## src/rtl/inst_fetch_unit_if.sv

```systemverilog
// rtl/inst_fetch_unit_if.sv - instruction memory read request/acknowledge bus
// Ports (master = fetch unit, slave = instruction memory):
//   mem_req   master->slave  read request, held until acknowledged
//   mem_addr  master->slave  word-aligned byte address of the request
//   mem_ack   slave->master  mem_inst valid for the current request (may be same cycle)
//   mem_inst  slave->master  instruction word returned with mem_ack
interface inst_fetch_unit_if #(
   parameter int ADDR_W = 32,
   parameter int INST_W = 32
);
   logic              mem_req;
   logic [ADDR_W-1:0] mem_addr;
   logic              mem_ack;
   logic [INST_W-1:0] mem_inst;

   modport master (output mem_req, output mem_addr, input mem_ack, input mem_inst);
   modport slave  (input mem_req, input mem_addr, output mem_ack, output mem_inst);
endinterface

```

## src/rtl/inst_fetch_unit.sv

```systemverilog
// rtl/inst_fetch_unit.sv - instruction fetch: PC, memory request, fetch FIFO, branch redirect
// Ports:
//   clk_i           clock, all state on rising edge
//   rst_ni          asynchronous active-low reset
//   mem             instruction memory bus (master side)
//   freeze_i        hazard stall, IF/ID does not consume this cycle
//   branch_taken_i  redirect to branch_addr_i, discard buffered and in-flight words
//   branch_addr_i   redirect target, low two bits ignored
//   if_valid_o      if_pc_o/if_inst_o hold a fetched instruction
//   if_pc_o         address of if_inst_o plus 4
//   if_inst_o       fetched instruction at the FIFO head
module inst_fetch_unit #(
   parameter int                ADDR_W     = 32,
   parameter int                INST_W     = 32,
   parameter int                FIFO_DEPTH = 2,
   parameter logic [ADDR_W-1:0] RESET_PC   = '0
) (
   input  logic               clk_i,
   input  logic               rst_ni,
   inst_fetch_unit_if.master  mem,
   input  logic               freeze_i,
   input  logic               branch_taken_i,
   input  logic [ADDR_W-1:0]  branch_addr_i,
   output logic               if_valid_o,
   output logic [ADDR_W-1:0]  if_pc_o,
   output logic [INST_W-1:0]  if_inst_o
);
   localparam int PTR_W = (FIFO_DEPTH > 1) ? $clog2(FIFO_DEPTH) : 1;
   localparam int CNT_W = $clog2(FIFO_DEPTH + 1);
   localparam int ENT_W = ADDR_W + INST_W;
   localparam logic [PTR_W-1:0] LAST_PTR = PTR_W'(FIFO_DEPTH - 1);
   localparam logic [CNT_W-1:0] FULL_CNT = CNT_W'(FIFO_DEPTH);

   typedef enum logic {RUN, DISCARD} state_e;

   state_e            state_q, state_d;
   logic [ADDR_W-1:0] pc_q, pc_d;
   logic [ADDR_W-1:0] target_q, target_d;
   logic              pend_q;
   logic [ENT_W-1:0]  fifo_q [FIFO_DEPTH];
   logic [PTR_W-1:0]  rd_ptr_q, rd_ptr_d;
   logic [PTR_W-1:0]  wr_ptr_q, wr_ptr_d;
   logic [CNT_W-1:0]  count_q, count_d;
   logic              req;
   logic              xfer;
   logic              push;
   logic              pop;
   logic [ADDR_W-1:0] br_target;
   logic              unused_br_lsb;

   function automatic logic [PTR_W-1:0] ptr_inc(input logic [PTR_W-1:0] p);
      return (p == LAST_PTR) ? '0 : p + PTR_W'(1);
   endfunction

   assign br_target     = {branch_addr_i[ADDR_W-1:2], 2'b00};
   assign unused_br_lsb = ^branch_addr_i[1:0];

   always_comb begin
      state_d  = state_q;
      pc_d     = pc_q;
      target_d = target_q;
      rd_ptr_d = rd_ptr_q;
      wr_ptr_d = wr_ptr_q;
      count_d  = count_q;
      push     = 1'b0;
      pop      = 1'b0;
      // A request launches only with FIFO space; once raised, pend_q keeps it up
      // until acknowledged. Gated by reset so the bus is quiet while held in reset.
      req  = rst_ni && ((state_q == DISCARD) || pend_q || (count_q < FULL_CNT));
      xfer = req && mem.mem_ack;

      if (branch_taken_i) begin
         rd_ptr_d = '0;
         wr_ptr_d = '0;
         count_d  = '0;
         if (!req || xfer) begin
            pc_d    = br_target;
            state_d = RUN;
         end else begin
            // Request cannot be withdrawn: finish it at the old address, drop its data.
            target_d = br_target;
            state_d  = DISCARD;
         end
      end else begin
         if (state_q == DISCARD) begin
            if (xfer) begin
               pc_d    = target_q;
               state_d = RUN;
            end
         end else if (xfer) begin
            push = 1'b1;
            pc_d = pc_q + ADDR_W'(4);
         end
         pop = (count_q != '0) && !freeze_i;
         if (push) wr_ptr_d = ptr_inc(wr_ptr_q);
         if (pop)  rd_ptr_d = ptr_inc(rd_ptr_q);
         count_d = count_q + CNT_W'(push) - CNT_W'(pop);
      end
   end

   always_ff @(posedge clk_i or negedge rst_ni) begin
      if (!rst_ni) begin
         state_q  <= RUN;
         pc_q     <= RESET_PC;
         target_q <= '0;
         pend_q   <= 1'b0;
         rd_ptr_q <= '0;
         wr_ptr_q <= '0;
         count_q  <= '0;
         for (int i = 0; i < FIFO_DEPTH; i++) fifo_q[i] <= '0;
      end else begin
         state_q  <= state_d;
         pc_q     <= pc_d;
         target_q <= target_d;
         pend_q   <= req && !mem.mem_ack;
         rd_ptr_q <= rd_ptr_d;
         wr_ptr_q <= wr_ptr_d;
         count_q  <= count_d;
         // pc_d is pc_q+4 whenever push is set.
         if (push) fifo_q[wr_ptr_q] <= {pc_d, mem.mem_inst};
      end
   end

   assign mem.mem_req             = req;
   assign mem.mem_addr            = pc_q;
   assign if_valid_o              = (count_q != '0);
   assign {if_pc_o, if_inst_o}    = fifo_q[rd_ptr_q];
endmodule

```

## src/flat_wrapper.sv

```systemverilog
// flat-port wrapper written by rule: the top's interface ports become plain ports
module inst_fetch_unit_flat 
#(
   parameter int                ADDR_W     = 32,
   parameter int                INST_W     = 32,
   parameter int                FIFO_DEPTH = 2,
   parameter logic [ADDR_W-1:0] RESET_PC   = '0
)
  (clk_i, rst_ni, freeze_i, branch_taken_i, branch_addr_i, if_valid_o, if_pc_o, if_inst_o, mem_mem_req, mem_mem_addr, mem_mem_ack, mem_mem_inst);
  inst_fetch_unit_if #(.ADDR_W(ADDR_W), .INST_W(INST_W)) mem_i ();
  input  logic clk_i;
  input  logic rst_ni;
  input  logic freeze_i;
  input  logic branch_taken_i;
  input  logic [ADDR_W-1:0] branch_addr_i;
  output logic if_valid_o;
  output logic [ADDR_W-1:0] if_pc_o;
  output logic [INST_W-1:0] if_inst_o;
  output wire logic [$bits(mem_i.mem_req)-1:0] mem_mem_req;
  output wire logic [$bits(mem_i.mem_addr)-1:0] mem_mem_addr;
  input wire logic [$bits(mem_i.mem_ack)-1:0] mem_mem_ack;
  input wire logic [$bits(mem_i.mem_inst)-1:0] mem_mem_inst;
  assign mem_mem_req = mem_i.mem_req;
  assign mem_mem_addr = mem_i.mem_addr;
  assign mem_i.mem_ack = mem_mem_ack;
  assign mem_i.mem_inst = mem_mem_inst;
  inst_fetch_unit #(.ADDR_W(ADDR_W), .INST_W(INST_W), .FIFO_DEPTH(FIFO_DEPTH), .RESET_PC(RESET_PC)) u_core (.clk_i(clk_i), .rst_ni(rst_ni), .mem(mem_i), .freeze_i(freeze_i), .branch_taken_i(branch_taken_i), .branch_addr_i(branch_addr_i), .if_valid_o(if_valid_o), .if_pc_o(if_pc_o), .if_inst_o(if_inst_o));
endmodule
```

## config.mk

```make
export PLATFORM = sky130hd
export DESIGN_NAME = inst_fetch_unit_flat
export DESIGN_NICKNAME = d
export VERILOG_FILES = /design/src/rtl/inst_fetch_unit_if.sv /design/src/rtl/inst_fetch_unit.sv /design/src/flat_wrapper.sv
export SDC_FILE = /design/constraint.sdc
export NUM_CORES = 1
export LEC_CHECK = 0
export CAP_MARGIN = 20
export CORE_ASPECT_RATIO = 0.8
export CORE_MARGIN = 2
export CORE_UTILIZATION = 45
export DETAILED_ROUTE_END_ITERATION = 8
export GPL_ROUTABILITY_DRIVEN = 0
export MAX_ROUTING_LAYER = met4
export PLACE_DENSITY = 0.7
export SYNTH_ARGS = -nofsm -noshare
export SYNTH_HDL_FRONTEND = slang
export SYNTH_SLANG_ARGS = --single-unit
```

## constraint.sdc

```tcl
create_clock -name clk_i -period 6.8 [get_ports clk_i]
set_input_delay 2.04 -clock clk_i [delete_from_list [all_inputs] [get_ports clk_i]]
set_output_delay 2.04 -clock clk_i [all_outputs]
set_load 0.05 [all_outputs]
```

Cell density map:
The die is cut into 17 by 13 equal tiles; black is low, pale yellow is high, 0 to 100% covered.
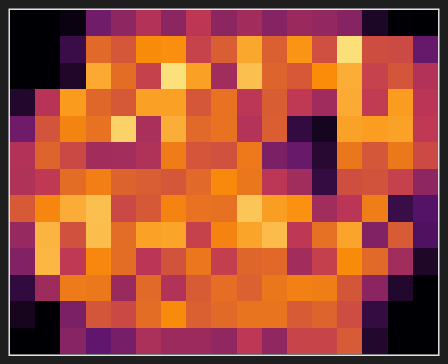
fullest tile = 93%
tiles over 75% full = 14%
nearly empty tiles = 7.2%
mean over tiles = 52%
Core Region: 0.0208 mm2
FP Util: 46.1%
Final Core Density: 57.3%

Cells coloured by class:
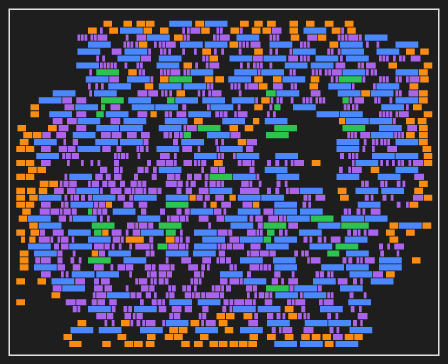
other buffers and delay cells -> orange  # cells 176, share of their area 15%
clock drivers and dummy loads -> green  # cells 32, share of their area 5.0%
all other logic -> purple  # cells 724, share of their area 38%
flip-flops -> blue  # cells 196, share of their area 42%
design area: 0.0119 mm2
Seq/total area: 41.1%
FP Rows: 47

==> flow_summary.ini <==
; generated from flow reports
[detailed_routing]
via_per_inst = 5.49
drc = 9
ant_nets = 0
first_pass_iters = 8

[final_timing]
final_max_slew_viol_count = 0
holdWs_ns = 0.474
max_slew.worst_pin.slew_ns = 1.03
finalCriticalPeriod_ns = 5.58
max_freq_mhz = 179
finalClockSkew_ns = 0.0104
rsz0062_at_grt = no

[clock_tree]
path_clk_slew_ns = 0.08
cts_buffers = 17
clk_path_buf_depth = 2
cts_setup_buffers = 0
cts_hold_buf = 0

[setup_path]
path_delay_family = buffers and inverters
crit_chain = clkbuf_8 -> nand2_1 -> inv_1 -> clkdlybuf4s50_1
r2r_start = u_core.state_q
worst-path-stages = 4
reg2reg_depth = 6

[pwr]
p_clk_w = 0.00101
vdd_drop_max_mv = 0.306
swShare_pct = 43.7
clkPwrFrac_pct = 18.3
seq_power_share_pct = 33.9
largestPowerGroup = combinational logic

[run_status]
status = finished with violations
violations = design-rule violations

[placed_design]
placement.cell_area_mm2 = 0.0113
numPlacedInstances = 1365
numPortBuffers = 164

[final_layout]
fin_cells = 1397
inverters = 9
final_cell_mix = nand2_1, dfrtp_1, clkdlybuf4s50_1
nonClkBufAreaFrac_pct = 14.6
nFillCells = 1848
diodes = 0
seq_cell_count = 196
drive_gt1_share_pct = 15.2
layout_top_cell = nand2_1
register_area_mm2 = 0.00491

[global_route]
grt_first_pass_wirelength_um = 40400

[yosys]
edf_count = 0
ys_area_mm2 = 0.00959
ys_seq_share_pct = 51.2
yosys_warnings = 0

[floorplanning]
die_area_mm2 = 0.0225
n_tap_cell = 269

[run]
warning_count = 30

[worst_hold_path]
hp-start = u_core.fifo_q[6]
hp-class = register to register
Drive-strength map:
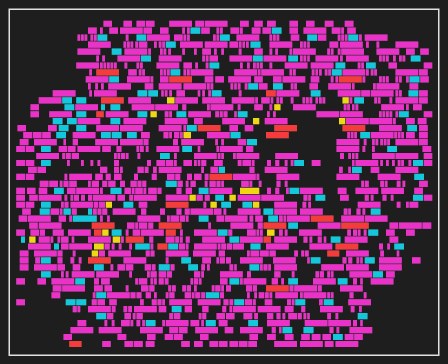
drive 1 or less -> magenta  # cells 957, share 85%
drive 3 to 4 -> yellow  # cells 19, share 1.7%
drive 2 -> cyan  # cells 125, share 11%
drive 6 and up -> red  # cells 27, share 2.4%
nonclk buf count: 176
Synth-to-Final Area Change: 24.4%
final setup margin: 1.22 ns

Routing congestion map:
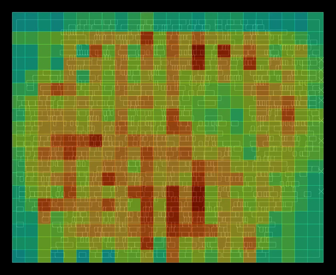
global routing's busiest layer: met1
met2 usage: 33.6%
met3 Usage GRT: 4.48%

[metal layers]
metal | share of wire (%) | vias up | track usage (%)
met3 | 6.8 | 21 | 4.48
met5 | 0 | - | -
met1 | 48 | 3732 | 35.0
met2 | 44 | 276 | 33.6
met4 | 1.3 | 0 | 5.85
li1 | - | 3643 | -
[sequential cells by signal, indices dropped and copies added, names as in the netlist]
register / cells
u_core.fifo_q: 128
u_core.mem.mem_addr: 32
u_core.target_q: 30
u_core.count_q: 2
u_core.pend_q: 1
u_core.rd_ptr_q: 1
u_core.state_q: 1
u_core.wr_ptr_q: 1
[kinds of logic after synthesis]
group / synth area share [%]
AND/OR/NAND/NOR: 19.5
XOR/XNOR: 1.28
AND-OR/OR-AND: 9.21
adder cells (fa/ha/maj): 0.392
multiplexers: 14.7
flip-flops: 51.2
buffers and inverters: 3.80
